Design ice_cream_vend, sky130hd; sources not shown.
met3.png
Scale: 6 px per µm.
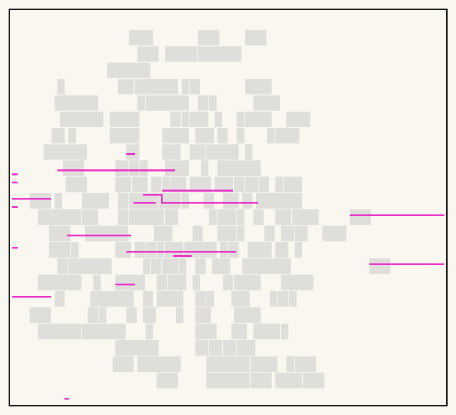
longest straight run: 19.3 µm
wire length on this layer: 133 µm
nets with wire on the layer: 15
Vias: 1,151
GR Layer Usage met3: 1.22%
total wire length: 3050 µm

density.png
Scale: 4 px per µm. 7 x 7 tiles, from white (low) to dark blue (high), 0 to 100% covered.
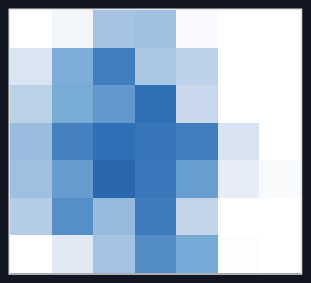
mean over tiles: 32%
emptiest ninth of the die: upper right
densest ninth of the die: centre
nearly empty tiles: 27%
tiles over 75% full: 2.0%
fullest tile: 77%
Core ar.: 0.00407 mm²
Final Core Density: 38.9%

met1.png
Scale: 4 px per µm. Supply wires on this layer in grey.
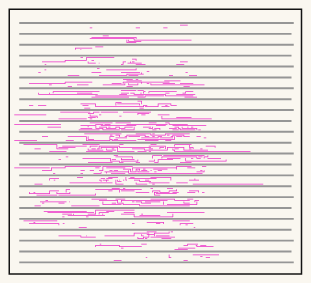
wire length on this layer: 1,430 µm
nets with wire on the layer: 171
longest straight run: 18.9 µm
met1 Track Usage GR: 19.6%

final_clocks.png
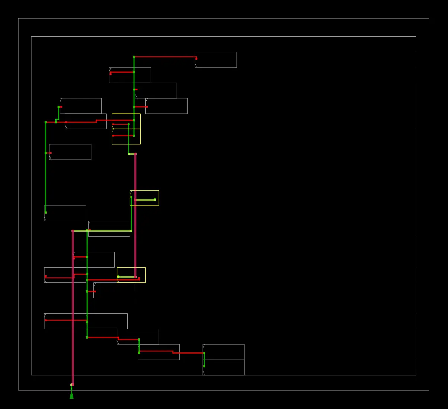
Num CTS Buffers: 3
CLK BUF: 4
FFs & Latches: 18
clk_skew: 0.000666 ns
worst skew pair latency: 0.25 ns

clock_map.png
Scale: 4 px per µm.
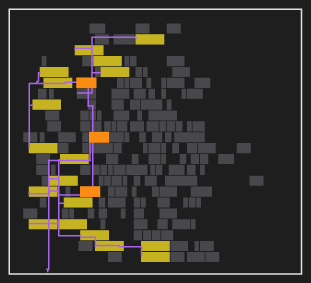
[flip-flops] yellow | count: 18
[cells driving clock nets] orange | count: 3
[clock wires] purple | length: 231 µm
routed clock nets: 4
clk pwr: 177 µW
clock group share of total power: 23.5%

==> summary.txt <==
fresh numbers from the pnr run: synth top area cells dfxtp_1, ha_1, buf_6, yosys stat chip area 0.00127 mm², fin crit period 3.17 ns, Setup Viol. Count Final 0, met2 routed WL roughly 1400 µm, Top cells excl fill/tap dfxtp_1, clkdlybuf4s50_1, nor2_1, inv_1, ha_1, DIE WIDTH between 70 and 80 µm, cell area after layout between 0.0015 and 0.002 mm², Fin. Hold Viols 0, non-clk buf share between 15 and 20%, vias per cell 5.30, Buf/Inv on CP 3, Final WS setup around 0.13 ns, DR WL met3 around 130 µm, non-filler instance count after layout roughly 220, Slew HR around 70%, Nets roughly 190, Final GP Congestion 0.907, most instantiated logic cell after routing dfxtp_1, total power approximately 750 µW, antenna violations before repair 0, Cells after Synth between 100 and 150, Post-Syn Area 0.00127 mm², Worst-path clk slew ~0.07 ns, FF-to-FF setup slack 0.89 ns, Hold Path Depth 2, fin. max-slew vios 0, multi-input combinational area share approximately half, n_taps between 40 and 50, Setup CP Type input port to flip-flop, Register Area ~360 µm², cycle use final 96.1%, H-tree depth 1, wl on met1 about 1400 µm, critical path fanouts, max 7, comb. cell area around 800 µm², Synth Net Count 168, first-pass GRT wire length approximately 5500 µm, met2 Use GR 23.3%, max capacitance violation total 0, TritonRoute pass-1 iters 4, critical path's largest stage delay 0.54 ns, CP dominant cell by count ha_1, Top-area cell share between 20% and 30%, Ys Warns 0, largest net degree at the start of global routing 11, clock network share of area under 10%, CP Depth 10, Top Usage Layer GRT met2, post_cts resized 2, Synth top cells by count dfxtp_1, nor2_1, inv_1, Min-Delay Path Class flip-flop to flip-flop, DP Area ~0.0015 mm², status finished, final reports clean, DRC viols 0, Worst Path Required approximately 3.5 ns, Avg WL per Cell approximately 14 µm, GRT Total Usage 14.4%, Logic Gate Count 110, Layout Area Growth over Synthesis 24.3%, CP top delay family adder cells, Non-clk invs 12, top sig layer met4, CTS tree yes, vias in the first global route 1,148, RSZ-0062 raised after global routing false, total grt overflow 0, ys flops 18, row cnt 22, DP Cell Count 212, Chip Area 0.00478 mm², die height around 66 µm, ys async rst share 0%, Signal buffers 25
through the flow:
| step | util (%) | setup TNS [ns] |
|---|---|---|
| after floorplan | - | 0 |
| after global placement | 36.9 | -2.37 |
| after detailed placement | 36.9 | -2.74 |
| after CTS | 38.7 | 0 |
| after global routing | 38.9 | 0 |
| final | 38.9 | 0 |
power breakdown:
part	total [mW]	internal, mW	leakage [nW]	switching, mW
sequential	0.254	0.231	0.146	0.0229
clock	0.177	0.106	0.0288	0.0713
combinational	0.322	0.139	0.425	0.183
total	0.753	0.475	0.599	0.277
cells by family (layout without fill, tap and decap cells):
logic type	after synthesis	count (layout)	share of synthesized area, %
and+or+nand+nor	54	54	22.6
xor gates and xnor gates	5	5	3.44
adders and majority gates	12	12	12.4
buffers and inverters	19	41	8.64
DFF	18	18	28.3
AOI/OAI and AO/OA	39	39	24.7
Power is estimated from default activity; no workload was simulated.
